<file path="src/rtl/nvme_cq_pkg.sv">
// Shared types and queue indices for the NVMe completion-queue monitor.
package nvme_cq_pkg;

    localparam logic [1:0] QID_ADM0 = 2'd0;
    localparam logic [1:0] QID_IO0  = 2'd1;
    localparam logic [1:0] QID_ADM1 = 2'd2;
    localparam logic [1:0] QID_IO1  = 2'd3;

    typedef struct packed {
        logic [1:0]  qid;
        logic [15:0] cid;
        logic [14:0] status;
        logic [15:0] sqhd;
    } cpl_rec_t;

endpackage

</file>
<file path="src/rtl/nvme_cpl_fifo.sv">
// Completion record FIFO: a ring buffer behind a registered output stage; DEPTH counts both.
module nvme_cpl_fifo
    import nvme_cq_pkg::*;
#(
    parameter int DEPTH = 16
) (
    input  logic     axi_aclk,
    input  logic     axi_aresetn,
    input  logic     push_valid,
    input  cpl_rec_t push_data,
    output logic     push_ready,
    output logic     out_valid,
    output cpl_rec_t out_data,
    input  logic     out_ready
);
    localparam int AW = $clog2(DEPTH);

    cpl_rec_t        mem_q [DEPTH];
    logic [AW-1:0]   wr_ptr_q, wr_ptr_d, rd_ptr_q, rd_ptr_d;
    logic [AW:0]     ring_cnt_q, ring_cnt_d;
    logic            out_valid_q, out_valid_d;
    cpl_rec_t        out_data_q, out_data_d;
    logic            pop_s, full_s, push_ok_s, load_s, ring_rd_s, bypass_s, ring_wr_s;

    // The ring only fills while the output stage is occupied, so DEPTH-1 ring entries means full.
    always_comb begin
        pop_s      = out_valid_q && out_ready;
        full_s     = out_valid_q && (ring_cnt_q == (AW+1)'(DEPTH - 1));
        push_ok_s  = push_valid && (!full_s || pop_s);
        load_s     = !out_valid_q || pop_s;
        ring_rd_s  = load_s && (ring_cnt_q != '0);
        bypass_s   = load_s && (ring_cnt_q == '0) && push_ok_s;
        ring_wr_s  = push_ok_s && !bypass_s;

        out_valid_d = out_valid_q;
        out_data_d  = out_data_q;
        if (ring_rd_s) begin
            out_valid_d = 1'b1;
            out_data_d  = mem_q[rd_ptr_q];
        end else if (bypass_s) begin
            out_valid_d = 1'b1;
            out_data_d  = push_data;
        end else if (load_s) begin
            out_valid_d = 1'b0;
        end else begin
            out_valid_d = out_valid_q;
        end

        wr_ptr_d   = ring_wr_s ? wr_ptr_q + AW'(1) : wr_ptr_q;
        rd_ptr_d   = ring_rd_s ? rd_ptr_q + AW'(1) : rd_ptr_q;
        ring_cnt_d = ring_cnt_q + (AW+1)'(ring_wr_s) - (AW+1)'(ring_rd_s);
    end

    always_ff @(posedge axi_aclk or negedge axi_aresetn) begin
        if (!axi_aresetn) begin
            wr_ptr_q    <= '0;
            rd_ptr_q    <= '0;
            ring_cnt_q  <= '0;
            out_valid_q <= 1'b0;
            out_data_q  <= '0;
        end else begin
            wr_ptr_q    <= wr_ptr_d;
            rd_ptr_q    <= rd_ptr_d;
            ring_cnt_q  <= ring_cnt_d;
            out_valid_q <= out_valid_d;
            out_data_q  <= out_data_d;
        end
    end

    always_ff @(posedge axi_aclk) begin
        if (ring_wr_s) begin
            mem_q[wr_ptr_q] <= push_data;
        end
    end

    assign push_ready = !full_s || pop_s;
    assign out_valid  = out_valid_q;
    assign out_data   = out_data_q;

endmodule

</file>
<file path="src/rtl/nvme_cq_monitor.sv">
// Snoops CQ entry writes into the Rx buffer, streams completion records and tracks head/phase.
// Define NVME_CQ_DOORBELL_EN to generate CQ-head doorbell requests (otherwise db_* tie to 0).
module nvme_cq_monitor
    import nvme_cq_pkg::*;
#(
    parameter int RX_ADDR_BITS = 10,
    parameter int ADM_CQ_NUM   = 4,
    parameter int IO_CQ_NUM    = 64,
    parameter int FIFO_DEPTH   = 16
) (
    input  logic                    axi_aclk,
    input  logic                    axi_aresetn,
    input  logic                    init_done,
    input  logic                    rx_write_valid,
    input  logic [3:0]              rx_write,
    input  logic [RX_ADDR_BITS-1:0] rx_waddr,
    input  logic [127:0]            rx_wdata,
    input  logic [3:0]              cq_reset,
    output logic                    cpl_valid,
    input  logic                    cpl_ready,
    output logic [1:0]              cpl_qid,
    output logic [15:0]             cpl_cid,
    output logic [14:0]             cpl_status,
    output logic [15:0]             cpl_sqhd,
    output logic                    db_valid,
    input  logic                    db_ready,
    output logic [1:0]              db_qid,
    output logic [RX_ADDR_BITS-1:0] db_head,
    output logic                    err_seq,
    output logic                    err_ovf
);
    localparam logic [RX_ADDR_BITS-1:0] Q1_BASE = RX_ADDR_BITS'(ADM_CQ_NUM);
    localparam logic [RX_ADDR_BITS-1:0] Q2_BASE = RX_ADDR_BITS'(ADM_CQ_NUM + IO_CQ_NUM);
    localparam logic [RX_ADDR_BITS-1:0] Q3_BASE = RX_ADDR_BITS'(2 * ADM_CQ_NUM + IO_CQ_NUM);
    localparam logic [RX_ADDR_BITS-1:0] CQ_END  = RX_ADDR_BITS'(2 * (ADM_CQ_NUM + IO_CQ_NUM));

    function automatic logic [RX_ADDR_BITS-1:0] cq_last(input logic [1:0] qid);
        cq_last = (qid == QID_IO0 || qid == QID_IO1) ? RX_ADDR_BITS'(IO_CQ_NUM - 1)
                                                     : RX_ADDR_BITS'(ADM_CQ_NUM - 1);
    endfunction

    logic                    s1_valid_q, s1_valid_d, s1_full_q, s1_full_d, s1_phase_q, s1_phase_d;
    logic [RX_ADDR_BITS-1:0] s1_idx_q, s1_idx_d;
    logic [3:0]              s1_cq_reset_q, s1_cq_reset_d;
    cpl_rec_t                s1_rec_q, s1_rec_d;
    logic [RX_ADDR_BITS-1:0] head_q [4];
    logic [RX_ADDR_BITS-1:0] head_d [4];
    logic [3:0]              exp_phase_q, exp_phase_d;
    logic                    err_seq_q, err_seq_d, err_ovf_q, err_ovf_d;
    logic                    hit_s, match_s, accept_s, push_ready_s;
    logic [3:0]              acc_onehot_s;
    cpl_rec_t                out_rec_s;
    logic                    unused_s;

    // Stage 1: qualify the write and split the address into queue and queue-relative index.
    always_comb begin
        s1_valid_d    = init_done && rx_write_valid && (rx_waddr < CQ_END);
        s1_full_d     = (rx_write == 4'hf);
        s1_phase_d    = rx_wdata[112];
        s1_cq_reset_d = cq_reset;
        s1_rec_d      = '{qid: QID_ADM0, cid: rx_wdata[111:96], status: rx_wdata[127:113],
                          sqhd: rx_wdata[79:64]};
        if (rx_waddr < Q1_BASE) begin
            s1_rec_d.qid = QID_ADM0;
            s1_idx_d     = rx_waddr;
        end else if (rx_waddr < Q2_BASE) begin
            s1_rec_d.qid = QID_IO0;
            s1_idx_d     = rx_waddr - Q1_BASE;
        end else if (rx_waddr < Q3_BASE) begin
            s1_rec_d.qid = QID_ADM1;
            s1_idx_d     = rx_waddr - Q2_BASE;
        end else begin
            s1_rec_d.qid = QID_IO1;
            s1_idx_d     = rx_waddr - Q3_BASE;
        end
    end

    // Stage 2: compare against live head/phase; a queue reset in the same slot drops the entry silently.
    always_comb begin
        hit_s        = s1_valid_q && !s1_cq_reset_q[s1_rec_q.qid];
        match_s      = s1_full_q && (s1_idx_q == head_q[s1_rec_q.qid])
                       && (s1_phase_q == exp_phase_q[s1_rec_q.qid]);
        accept_s     = hit_s && match_s;
        acc_onehot_s = accept_s ? (4'b0001 << s1_rec_q.qid) : 4'b0000;
        err_seq_d    = err_seq_q | (hit_s && !match_s);
        err_ovf_d    = err_ovf_q | (accept_s && !push_ready_s);
        head_d       = head_q;
        exp_phase_d  = exp_phase_q;
        for (int q = 0; q < 4; q++) begin
            if (s1_cq_reset_q[q]) begin
                head_d[q]      = '0;
                exp_phase_d[q] = 1'b1;
            end else if (acc_onehot_s[q] && head_q[q] == cq_last(2'(q))) begin
                head_d[q]      = '0;
                exp_phase_d[q] = ~exp_phase_q[q];
            end else if (acc_onehot_s[q]) begin
                head_d[q]      = head_q[q] + RX_ADDR_BITS'(1);
            end else begin
                head_d[q]      = head_q[q];
            end
        end
    end

    always_ff @(posedge axi_aclk or negedge axi_aresetn) begin
        if (!axi_aresetn) begin
            s1_valid_q    <= 1'b0;
            s1_full_q     <= 1'b0;
            s1_phase_q    <= 1'b0;
            s1_idx_q      <= '0;
            s1_cq_reset_q <= 4'b0000;
            s1_rec_q      <= '0;
            exp_phase_q   <= 4'b1111;
            err_seq_q     <= 1'b0;
            err_ovf_q     <= 1'b0;
            for (int q = 0; q < 4; q++) head_q[q] <= '0;
        end else begin
            s1_valid_q    <= s1_valid_d;
            s1_full_q     <= s1_full_d;
            s1_phase_q    <= s1_phase_d;
            s1_idx_q      <= s1_idx_d;
            s1_cq_reset_q <= s1_cq_reset_d;
            s1_rec_q      <= s1_rec_d;
            exp_phase_q   <= exp_phase_d;
            err_seq_q     <= err_seq_d;
            err_ovf_q     <= err_ovf_d;
            head_q        <= head_d;
        end
    end

    nvme_cpl_fifo #(.DEPTH(FIFO_DEPTH)) u_fifo (
        .axi_aclk    (axi_aclk),
        .axi_aresetn (axi_aresetn),
        .push_valid  (accept_s),
        .push_data   (s1_rec_q),
        .push_ready  (push_ready_s),
        .out_valid   (cpl_valid),
        .out_data    (out_rec_s),
        .out_ready   (cpl_ready)
    );

    assign cpl_qid    = out_rec_s.qid;
    assign cpl_cid    = out_rec_s.cid;
    assign cpl_status = out_rec_s.status;
    assign cpl_sqhd   = out_rec_s.sqhd;
    assign err_seq    = err_seq_q;
    assign err_ovf    = err_ovf_q;
    assign unused_s   = ^{rx_wdata[95:80], rx_wdata[63:0]};

`ifdef NVME_CQ_DOORBELL_EN
    logic [3:0]              pending_q, pending_d;
    logic [1:0]              last_q, last_d, db_qid_q, db_qid_d, cand_s, grant_qid_s;
    logic                    db_valid_q, db_valid_d, db_stale_q, db_stale_d;
    logic [RX_ADDR_BITS-1:0] db_head_q, db_head_d;
    logic                    grant_s, issue_s, hs_s;

    // Round-robin from the queue after the last grant; stale marks a head move while a request is in flight.
    always_comb begin
        grant_s     = 1'b0;
        grant_qid_s = last_q;
        cand_s      = last_q;
        for (int i = 4; i >= 1; i--) begin
            cand_s      = last_q + 2'(i);
            grant_qid_s = pending_q[cand_s] ? cand_s : grant_qid_s;
            grant_s     = grant_s | pending_q[cand_s];
        end
        issue_s    = !db_valid_q && grant_s;
        hs_s       = db_valid_q && db_ready;
        db_valid_d = issue_s ? 1'b1 : (hs_s ? 1'b0 : db_valid_q);
        db_qid_d   = issue_s ? grant_qid_s : db_qid_q;
        db_head_d  = issue_s ? head_q[grant_qid_s] : db_head_q;
        last_d     = issue_s ? grant_qid_s : last_q;
        db_stale_d = issue_s ? 1'b0 : (db_stale_q | (db_valid_q && acc_onehot_s[db_qid_q]));
        pending_d  = pending_q;
        for (int q = 0; q < 4; q++) begin
            if (s1_cq_reset_q[q]) begin
                pending_d[q] = 1'b0;
            end else if (acc_onehot_s[q]) begin
                pending_d[q] = 1'b1;
            end else if (hs_s && db_qid_q == 2'(q) && !db_stale_q) begin
                pending_d[q] = 1'b0;
            end else begin
                pending_d[q] = pending_q[q];
            end
        end
    end

    always_ff @(posedge axi_aclk or negedge axi_aresetn) begin
        if (!axi_aresetn) begin
            pending_q  <= 4'b0000;
            last_q     <= QID_IO1;
            db_valid_q <= 1'b0;
            db_qid_q   <= 2'd0;
            db_head_q  <= '0;
            db_stale_q <= 1'b0;
        end else begin
            pending_q  <= pending_d;
            last_q     <= last_d;
            db_valid_q <= db_valid_d;
            db_qid_q   <= db_qid_d;
            db_head_q  <= db_head_d;
            db_stale_q <= db_stale_d;
        end
    end

    assign db_valid = db_valid_q;
    assign db_qid   = db_qid_q;
    assign db_head  = db_head_q;
`else
    logic unused_db_s;
    assign unused_db_s = db_ready ^ (^acc_onehot_s);
    assign db_valid    = 1'b0;
    assign db_qid      = 2'd0;
    assign db_head     = '0;
`endif

endmodule

</file>
<file path="config.mk">
export PLATFORM = sky130hd
export DESIGN_NAME = nvme_cq_monitor
export DESIGN_NICKNAME = d
export VERILOG_FILES = /design/src/rtl/nvme_cq_pkg.sv /design/src/rtl/nvme_cpl_fifo.sv /design/src/rtl/nvme_cq_monitor.sv
export SDC_FILE = /design/constraint.sdc
export NUM_CORES = 1
export LEC_CHECK = 0
export ABC_AREA = 1
export CELL_PAD_IN_SITES_DETAIL_PLACEMENT = 1
export CELL_PAD_IN_SITES_GLOBAL_PLACEMENT = 1
export CORE_ASPECT_RATIO = 1.75
export CORE_UTILIZATION = 40
export CTS_BUF_LIST = sky130_fd_sc_hd__clkbuf_4 sky130_fd_sc_hd__clkbuf_8 sky130_fd_sc_hd__clkbuf_16
export CTS_CLUSTER_SIZE = 30
export DETAILED_ROUTE_END_ITERATION = 10
export MAX_ROUTING_LAYER = met4
export PLACE_DENSITY = 0.67
export RECOVER_POWER = 50
export SLEW_MARGIN = 20
export SYNTH_ARGS = -nofsm -noshare
export SYNTH_HDL_FRONTEND = slang
export SYNTH_SLANG_ARGS = --single-unit
export TNS_END_PERCENT = 100
</file>
<file path="constraint.sdc">
create_clock -name axi_aclk -period 4.9 [get_ports axi_aclk]
set_clock_uncertainty 0.15 [all_clocks]
set_input_delay 0.735 -clock axi_aclk [delete_from_list [all_inputs] [get_ports axi_aclk]]
set_output_delay 0.735 -clock axi_aclk [all_outputs]
set_load 0.005 [all_outputs]
</file>
==> impl_metrics.csv <==
group,metric,value,unit
final_timing,fin_ws,735,ps
final_timing,period_used_share,0.850,
clock_tree,cts_root_buf,"clkbuf_16",
final_timing,max-slew-margin-rel,-0.867,
outcome,violations,"capacitance limit, slew limit",
final_timing,worst_pin_slew,2800,ps
drt,first_pass_iters,4,
synthesis,syn_inst,3164,
flow_run,drv_cap,1,
power,p_int,15700,uW
final_timing,setup-tns-final,0,ps
finish,drive_above_1_share,0.0769,
power,p_leak,0.0155,uW
clock_tree,clk_pin_slew,60,ps
grt,grt_start_max_net_pins,151,
drt,drt-initial-drc-count,1751,
final_timing,fmax,240,MHz
clock_tree,cts_sinks,959,
critical_path,crit_family,"simple AND/OR/NAND/NOR gates",
power,p_sw,7860,uW
final_timing,finalSetupViolCount,0,
power,ir_drop,0.429,mV
critical_path,critPathMostFrequentCell,"nand2_1",
placed_design,io_buffers,122,
drt,wl_per_cell,24.7,um
drt,antenna_left,0,
synthesis,synth.top_cell.area_share,0.609,
synthesis,async_flop_share,0.182,
critical_path,worstPathRequired,5070,ps
synthesis,ys.flop_type,"edfxtp_1",
placed_design,dpl_cell_area,41400,um2
finish,nNetsFinal,3411,
grt,grt_usage,0.237,
placed_design,place_congestion,0.832,
final_timing,min_period,4170,ps
floorplan,die_area,98000,um2
synthesis,ys_cells,3164,
placed_design,dpl.hpwl,61500,um
synthesis,synth_area_leader_cell,"edfxtp_1",
synthesis,ys_chip_area,38700,um2
final_timing,slew_violations,93,
clock_tree,hold_buffers,1,
critical_path,cp_cell_sequence,"clkbuf_1, nand2_1, nand2_1, nand2_1, nand2_1, nand2_1, nor2_1, nand3_1, nor3_4, nand2_1, nor2_4, buf_12",
synthesis,ys.flops,959,
critical_path,cp.arrival,4330,ps
synthesis,postSynthSeqShare,0.722,
floorplan,die_w,237,um
synthesis,edf_count,784,
grt,grt_overflow_total,0,
placed_design,dpl.cell_count,4362,
floorplan,initCoreUtil,0.404,
grt,grt_pass1_vias,28300,
floorplan,rows,150,
critical_path,crit_slowest_cell,"clkbuf_1",
grt,grt_pass1_wl,170000,um
flow_run,warnings,121,
final_timing,grt_setup_unrepaired,"no",
finish,syn2layout_area_growth,15.5,%
outcome,outcome,"complete, but fails checks",
final_timing,finalHoldViolations,0,
grt,antenna_found_initial,1,
clock_tree,tritoncts,"done",
critical_path,worstPathMaxFanout,49,
finish,final_cells,4533,
drt,drt-total-wl,112000,um
power,switching_share,0.334,
critical_path,start_kind,"register",
synthesis,syn_area,38700,um2
floorplan,chipHeight,413,um
power,powerDensity,527,nW/um2
worst_hold_path,hp-class,"register to register",
synthesis,synth.avg_cell_area,12.2,um2
floorplan,io-pin-count,217,
clock_tree,ctsResizeCount,0,
clock_tree,cts.htree.levels,3,
synthesis,yosys.cell_types.count,44,
synthesis,area_leaders,"edfxtp_1, dfrtp_1, o21ai_0, nor2_1, nand2_1",
drt,vias,26000,
critical_path,path_buffers,2,
synthesis,synth_warnings,0,
drt,route.detailed.drc,0,
clock_tree,postCtsSetupBuffers,0,
power,comb_power_share,0.267,
final_timing,hold_ws,322,ps
critical_path,slowest_delay,770,ps
finish,design_area,44700,um2
power,seqPwrFrac,0.407,
drt,viasPerCell,5.73,
placed_design,place_worst_setup_slack,794,ps
clock_tree,cts.path.max_buffers,3,
critical_path,end_kind,"register",
clock_tree,cts_buffers,90,
critical_path,critical_path_class,"register to register",
worst paths after layout:
| check | start | endpoint | slack (ps) | cells after the start |
|---|---|---|---|---|
| worst max-delay path | s1_rec_q[48] | u_fifo.mem_q[5][27] | 730 | 12 |
| worst min-delay path | u_fifo.out_data[4] | u_fifo.out_data[4] | 320 | 2 |
| worst max register to register | s1_rec_q[48] | u_fifo.mem_q[5][27] | 730 | 12 |
| worst min register to register | u_fifo.out_data[4] | u_fifo.out_data[4] | 320 | 2 |
| max in group asynchronous | axi_aresetn | u_fifo.out_data[6] | 1230 | 3 |
| min in group asynchronous | axi_aresetn | u_fifo.out_data[33] | 1320 | 2 |
through the flow:
| step | total power, uW | util |
|---|---|---|
| 5_1_grt | 24600 | 0.467 |
| 2_1_floorplan | 13500 | - |
| 3_3_place_gp | 15700 | 0.433 |
| 4_1_cts | 23800 | 0.467 |
| 3_5_place_dp | 16100 | 0.433 |
| 6_report | 23500 | 0.467 |
power by group through the flow:
stage	sequential (uW)	clock [uW]	combinational, uW
after floorplan	9490	0	4040
after CTS	9580	7800	6390
after detailed placement	9750	0	6340
after global placement	9720	0	6000
final	9580	7680	6280
after global routing	9640	8070	6920
tightest hold or removal path: stages (launching register included):
cell and delay, ps:
dfrtp_1 340, nand2_1 60, nand2_1 40
cells in the final DEF, fill, tap and decap left out, types with 64 or more instances in the layout:
cell type / count
o221ai_1: 170
nor2_1: 515
inv_1: 109
clkdlybuf4s50_1: 64
nand3_1: 112
dfrtp_1: 167
o21ai_0: 430
nand2_1: 400
edfxtp_1: 784
clkbuf_16: 93
flip-flops by register name, summed over array words and instances (netlist names), 4 cells and up:
name	flops
u_fifo.mem_q	784
head_q	40
exp_phase_q	4
u_fifo.out_data	49
u_fifo.wr_ptr_q	4
s1_rec_q	49
s1_cq_reset_q	4
u_fifo.rd_ptr_q	4
s1_idx_q	10
u_fifo.ring_cnt_q	5
cells by family after synthesis:
kind of cell	Yosys count	synth area share
other	1	0.0000970
and+or+nand+nor	1101	0.114
DFF	959	0.722
buffers and inverters	325	0.0345
xor gates and xnor gates	33	0.00747
AOI/OAI and AO/OA	725	0.115
adders and majority gates	20	0.00667
final cells by class:
cell class | count | area [um2]
Antenna cell | 1 | 2.50
Clock buffer | 115 | 2510
Clock inverter | 54 | 736
Fill cell | 9834 | 51100
Inverter | 119 | 465
Multi-Input combinational cell | 1892 | 9580
Sequential cell | 959 | 27900
Tap cell | 1216 | 1520
Timing Repair Buffer | 177 | 1910
per-layer routing:
layer,share of wire,global-route usage,vias to the layer above
met4,0.035,0.0910,0
met5,0,-,-
met2,0.54,0.431,682
met1,0.38,0.264,13500
li1,-,-,11600
met3,0.042,0.0315,216
cells in the mapped netlist (2+ instances only):
library cell,n
a21oi_1,16
a31oi_1,47
and3_1,2
buf_1,5
buf_2,17
buf_4,14
buf_6,5
clkbuf_1,165
dfrtp_1,171
dfstp_2,4
edfxtp_1,784
ha_1,19
inv_1,112
inv_2,5
nand2_1,400
nand3_1,112
nand4_1,21
nor2_1,531
nor3_1,15
nor4_1,9
o211ai_1,27
o21ai_0,430
o21ai_1,4
o221ai_1,170
o22ai_1,27
o31ai_1,2
or2_2,2
xnor2_1,4
xor2_1,29
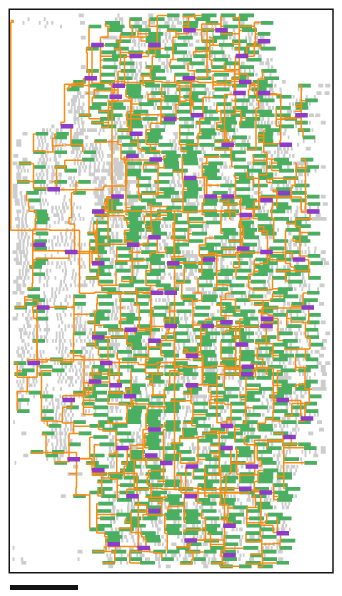
*Routed clock nets over the placement*
Bar = 50 um.
flip-flops -> green  # count 959
clock wires -> orange  # length 11,800 um
clock-net drivers -> purple  # count 90
routed clock nets = 91
clk pwr: 7680 uW
Clk pwr share: 0.326
Late-Pin Clk Latency: 690 ps

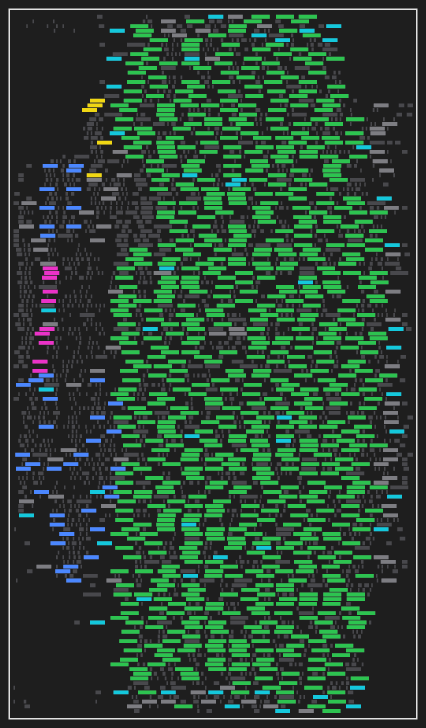
*Where the registers sit*
Other sequential cells in the stronger grey, the rest of the logic in the fainter grey.
`u_fifo.mem_q` -> green  # placed flops 784
`s1_idx_q` -> magenta  # placed flops 10, where middle left
`s1_rec_q` -> cyan  # placed flops 49, where all over the die
`head_q` -> blue  # placed flops 40
`u_fifo.ring_cnt_q` -> yellow  # placed flops 5, where upper left
Final Util: 0.467
Sequential cell area: 27,900 um2

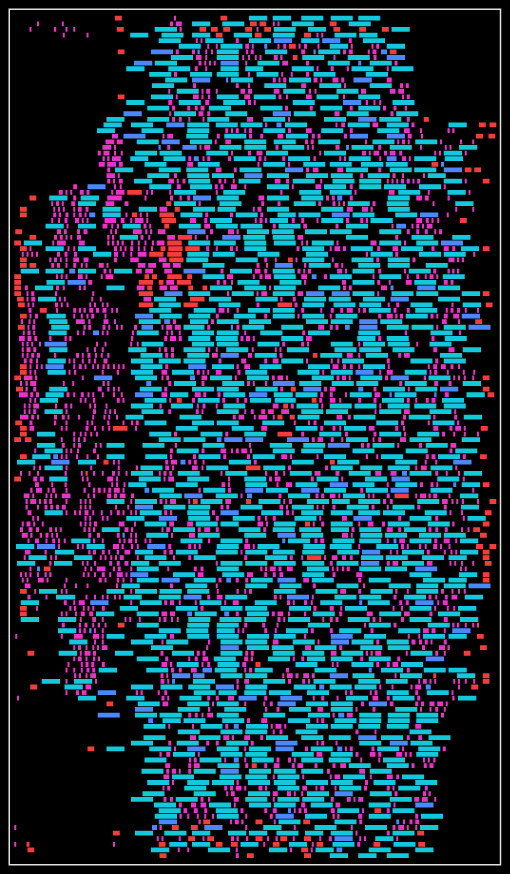
*Cells coloured by class*
registers -> cyan  # cells 959, share of their area 65%
clock drivers and dummy loads -> blue  # cells 169, share of their area 7.5%
remaining buffers and delay cells -> red  # cells 177, share of their area 4.4%
remaining logic cells -> magenta  # cells 2,011, share of their area 23%
fraction of area in registers: 0.626
CORE AREA: 95,700 um2

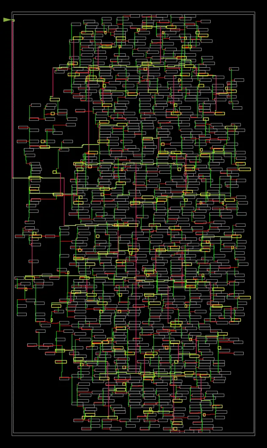
*Clock nets*
FF+latch count: 959
CLK BUF: 115

Power is estimated from default activity; no workload was simulated.
